## config.mk

```make
export PLATFORM = sky130hd
export DESIGN_NAME = universal_shift_reg_flat
export DESIGN_NICKNAME = d
export VERILOG_FILES = /design/src/rtl/universal_shift_reg_if.sv /design/src/rtl/universal_shift_reg.sv /design/src/flat_wrapper.sv
export SDC_FILE = /design/constraint.sdc
export NUM_CORES = 1
export LEC_CHECK = 0
export CAP_MARGIN = 20
export CORE_MARGIN = 10
export CORE_UTILIZATION = 38
export CTS_BUF_LIST = sky130_fd_sc_hd__clkbuf_4 sky130_fd_sc_hd__clkbuf_8 sky130_fd_sc_hd__clkbuf_16
export CTS_CLUSTER_SIZE = 8
export DETAILED_ROUTE_END_ITERATION = 8
export MAX_ROUTING_LAYER = met4
export PLACE_DENSITY = 0.84
export SYNTH_ARGS = -nofsm -noshare
export SYNTH_HDL_FRONTEND = slang
export SYNTH_SLANG_ARGS = --single-unit
```

## constraint.sdc

```tcl
create_clock -name clk -period 1.6 [get_ports clk]
set_input_delay 0.32 -clock clk [delete_from_list [all_inputs] [get_ports clk]]
set_output_delay 0.32 -clock clk [all_outputs]
set_load 0.01 [all_outputs]
```

## src/rtl/universal_shift_reg_if.sv

```systemverilog
// Bus bundle for universal_shift_reg: control, serial/parallel inputs and
// the registered word, serial taps, bit counter and word-complete pulse.
interface universal_shift_reg_if #(
    parameter int WIDTH = 8,
    parameter int CW    = $clog2(WIDTH)
);
    logic             en;
    logic [1:0]       mode;
    logic             sin_lsb;
    logic             sin_msb;
    logic [WIDTH-1:0] pin;
    logic [WIDTH-1:0] q;
    logic             sout_msb;
    logic             sout_lsb;
    logic [CW-1:0]    count;
    logic             word_valid;

    modport master (
        output en, mode, sin_lsb, sin_msb, pin,
        input  q, sout_msb, sout_lsb, count, word_valid
    );

    modport slave (
        input  en, mode, sin_lsb, sin_msb, pin,
        output q, sout_msb, sout_lsb, count, word_valid
    );
endinterface

```

## src/rtl/universal_shift_reg.sv

```systemverilog
// Universal WIDTH-bit shift register / deserialiser: hold, shift left/right,
// parallel load, serial taps at both ends and a word-boundary pulse.
module universal_shift_reg #(
    parameter int WIDTH = 8,
    parameter int CW    = $clog2(WIDTH)
) (
    input logic                 clk,
    input logic                 rst,
    universal_shift_reg_if.slave bus
);

    typedef enum logic [1:0] {
        MODE_HOLD  = 2'b00,
        MODE_SHL   = 2'b01,
        MODE_SHR   = 2'b10,
        MODE_LOAD  = 2'b11
    } mode_t;

    localparam logic [CW-1:0] LAST = CW'(WIDTH - 1);

    mode_t            mode;
    logic [WIDTH-1:0] q_r,   q_nxt;
    logic [CW-1:0]    cnt_r, cnt_nxt;
    logic             wv_r,  wv_nxt;
    logic             at_last;

    assign mode    = mode_t'(bus.mode);
    assign at_last = (cnt_r == LAST);

    always_comb begin
        q_nxt   = q_r;
        cnt_nxt = cnt_r;
        wv_nxt  = 1'b0;
        if (bus.en) begin
            unique case (mode)
                MODE_HOLD: ;
                MODE_SHL: q_nxt = {q_r[WIDTH-2:0], bus.sin_lsb};
                MODE_SHR: q_nxt = {bus.sin_msb, q_r[WIDTH-1:1]};
                MODE_LOAD: begin
                    q_nxt   = bus.pin;
                    cnt_nxt = '0;
                end
                default: ;
            endcase
            // Both shift directions share one counter; the wrap edge is the pulse edge.
            if (mode == MODE_SHL || mode == MODE_SHR) begin
                cnt_nxt = at_last ? '0 : cnt_r + CW'(1);
                wv_nxt  = at_last;
            end
        end
    end

    always_ff @(posedge clk or posedge rst) begin
        if (rst) begin
            q_r   <= '0;
            cnt_r <= '0;
            wv_r  <= 1'b0;
        end else begin
            q_r   <= q_nxt;
            cnt_r <= cnt_nxt;
            wv_r  <= wv_nxt;
        end
    end

    assign bus.q          = q_r;
    assign bus.count      = cnt_r;
    assign bus.word_valid = wv_r;
    // Unregistered taps so the first bit of a loaded word is visible right after the load.
    assign bus.sout_msb   = q_r[WIDTH-1];
    assign bus.sout_lsb   = q_r[0];

endmodule

```

## src/flat_wrapper.sv

```systemverilog
// flat-port wrapper written by rule: the top's interface ports become plain ports
module universal_shift_reg_flat 
#(
    parameter int WIDTH = 8,
    parameter int CW    = $clog2(WIDTH)
)
  (clk, rst, bus_en, bus_mode, bus_sin_lsb, bus_sin_msb, bus_pin, bus_q, bus_sout_msb, bus_sout_lsb, bus_count, bus_word_valid);
  universal_shift_reg_if #(.WIDTH(WIDTH), .CW(CW)) bus_i ();
  input logic clk;
  input logic rst;
  input wire logic [$bits(bus_i.en)-1:0] bus_en;
  input wire logic [$bits(bus_i.mode)-1:0] bus_mode;
  input wire logic [$bits(bus_i.sin_lsb)-1:0] bus_sin_lsb;
  input wire logic [$bits(bus_i.sin_msb)-1:0] bus_sin_msb;
  input wire logic [$bits(bus_i.pin)-1:0] bus_pin;
  output wire logic [$bits(bus_i.q)-1:0] bus_q;
  output wire logic [$bits(bus_i.sout_msb)-1:0] bus_sout_msb;
  output wire logic [$bits(bus_i.sout_lsb)-1:0] bus_sout_lsb;
  output wire logic [$bits(bus_i.count)-1:0] bus_count;
  output wire logic [$bits(bus_i.word_valid)-1:0] bus_word_valid;
  assign bus_i.en = bus_en;
  assign bus_i.mode = bus_mode;
  assign bus_i.sin_lsb = bus_sin_lsb;
  assign bus_i.sin_msb = bus_sin_msb;
  assign bus_i.pin = bus_pin;
  assign bus_q = bus_i.q;
  assign bus_sout_msb = bus_i.sout_msb;
  assign bus_sout_lsb = bus_i.sout_lsb;
  assign bus_count = bus_i.count;
  assign bus_word_valid = bus_i.word_valid;
  universal_shift_reg #(.WIDTH(WIDTH), .CW(CW)) u_core (.clk(clk), .rst(rst), .bus(bus_i));
endmodule
```

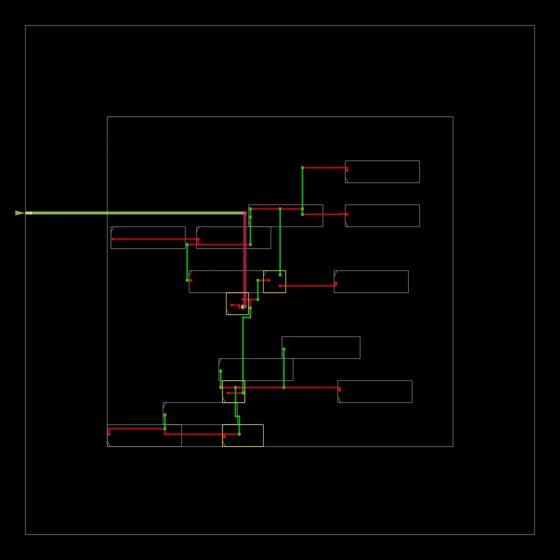
**Above:** the clock network.
TritonCTS Buffers: 3
Clock Skew: 0.00702 ns
Num Clock Sinks: 12

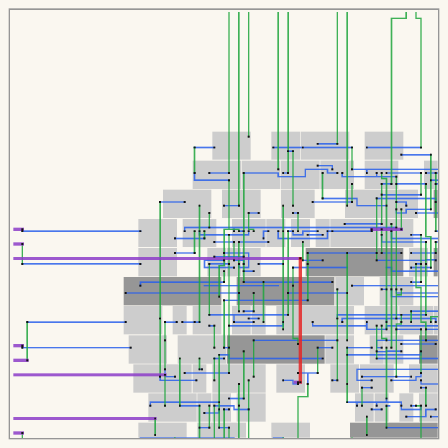
**Above:** zoomed window.
Region (0, 23) to (40, 63) microns. Cells in grey, sequential cells in the stronger grey; small squares are vias.
colour	layer
purple	metal 3
blue	metal 1
red	metal 4
green	metal 2
cells with their middle in the window	66
netlist names of flops here include	`u_core.bus.q` (4), `u_core.bus.count` (1)
most frequent	clkdlybuf4s50_1 (11)
sequential cells in the window	5

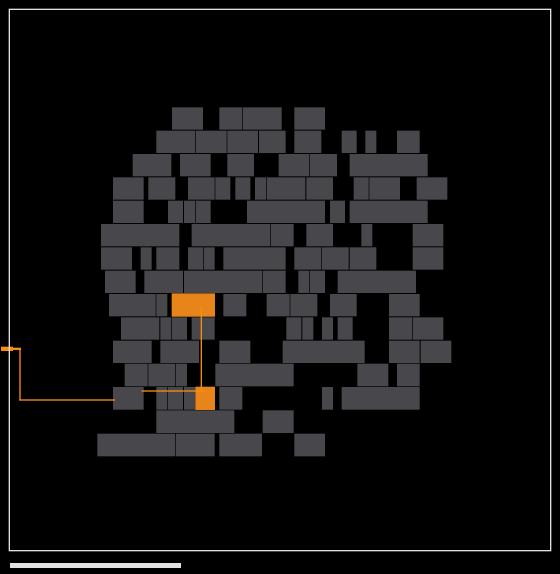
**Above:** I/O nets highlighted.
Scale bar: 20 microns.
colour	port	direction	edge	end cells	buffers	wire
orange	`bus_en`	input	left	2	1	34.9 microns
number of buffers inserted by port buffering: 28
io pins: 29

-- stage by stage --
step	utilization, %	cell area [sq um]	instances
floorplan	-	702	69
global placement	57.1	996	120
detailed placement	57.1	996	120
CTS	59.1	1030	124
global route	61.8	1080	128
finish	61.8	1080	128
-- registers in the layout (all words and copies together), names as in the netlist --
register,flops
u_core.bus.q,8
u_core.bus.word_valid,1
u_core.bus.count,3
-- cell families after synthesis --
kind of cell             count (synthesis)  synth area share [%]
AND-OR/OR-AND                           27                  26.6
adder cells (fa/ha/maj)                  5                  8.91
flip-flops                              12                  42.8
AND/OR/NAND/NOR                         16                  13.4
buffers and inverters                    9                  8.38
-- power breakdown --
| group | switching [uW] | total, uW | internal (uW) |
|---|---|---|---|
| clock network | 101 | 239 | 138 |
| logic | 149 | 362 | 213 |
| registers | 51.4 | 406 | 355 |
| total | 301 | 1010 | 706 |
-- layer usage --
| metal | track usage (%) | share of wire, % | vias to the layer above |
|---|---|---|---|
| met5 | - | 0 | - |
| met4 | 2.51 | 0.61 | 0 |
| met3 | 3.23 | 6.0 | 2 |
| met2 | 14.8 | 48 | 20 |
| met1 | 11.0 | 46 | 291 |
| li1 | - | - | 312 |
-- cell type report --
class,instances,area [sq um],share of cell area (%)
sequential,12,302,28.0
timing repair buffer,36,353,32.7
tap,25,31.3,2.90
clock buffer,4,36.3,3.36
multi-input combinational,48,345,32.0
inverter,3,11.3,1.04
-- what timing repair did --
item | in CTS | in global routing
setup buffers | 0 | 4
endpoints found under the setup margin | 0 | 10
resized | 0 | 7
==> results.json <==
{
  "whs_ns": 0.356,
  "crit_required_ns": 1.28,
  "post_drt_wl_per_cell_microns": 14.1,
  "tns_ns": 0,
  "fmax_ghz": 0.644,
  "synthTopCellsByArea": "sky130_fd_sc_hd__dfrtp_1, sky130_fd_sc_hd__a22o_1, sky130_fd_sc_hd__ha_1",
  "enable_flop_cells": 0,
  "die_w_microns": 63.0,
  "leakage_uw": 0.000554,
  "detail_route.vias_per_cell": 4.88,
  "synth_nets": 89,
  "final_antenna_net_count": 0,
  "route.final.wire_length_microns": 1810,
  "yosys_area_sq_um": 702,
  "core_area_sq_um": 1750,
  "detailedPlace.worstSlack_ns": -0.232,
  "layout_top_cells": "sky130_fd_sc_hd__clkdlybuf4s50_1, sky130_fd_sc_hd__nand2_1, sky130_fd_sc_hd__dfrtp_1",
  "unrepaired_setup_endpoints_after_global_routing": "no",
  "critical_path.max_fanout": 4,
  "worstSetupStartpoint": "u_core.bus.q[6]",
  "worst_path_largest_cell_delay_ns": 0.56,
  "worst_ir_drop_vdd_v": 0.000524,
  "power.density_nw_per_um2": 934,
  "timing.rr.end": "u_core.bus.count[0]",
  "num-fill-cells": 163,
  "grt_pass1_vias": 640,
  "timing_worst_setup_path_type": "reg2out",
  "detailedRoute.firstPassIterationCount": 4,
  "clock_tree_from_tritoncts": "done",
  "clk_latency_ns": 0.27,
  "antenna_found_initial": 0,
  "ys_warn_count": 0,
  "cell_type_group_with_the_largest_total_delay_on_the_critical_path": "buffers and inverters",
  "worst_r2r_path_depth": 4,
  "grt_first_pass_wirelength_microns": 3020,
  "timing.critical_path.depth": 1,
  "synth.yosys.num_cells": 69,
  "ctsRootBufferMaster": "sky130_fd_sc_hd__clkbuf_4",
  "chip_area_sq_um": 3970,
  "run_status": "completed",
  "final_max_slew_viol_count": 0,
  "leading_cell_types_by_count_after_synthesis": "sky130_fd_sc_hd__dfrtp_1, sky130_fd_sc_hd__nand2_1, sky130_fd_sc_hd__a22o_1, sky130_fd_sc_hd__o21ai_1",
  "std_cell_rows": 15,
  "timing.critical_path.to": "bus_q[6]",
  "post_cts_hold_buffer_count": 0,
  "power_uw": 1010,
  "finalHoldViolations": 0,
  "synth.distinct_cells": 18
}
No activity file was given, so power comes from the tool's default toggle rates.
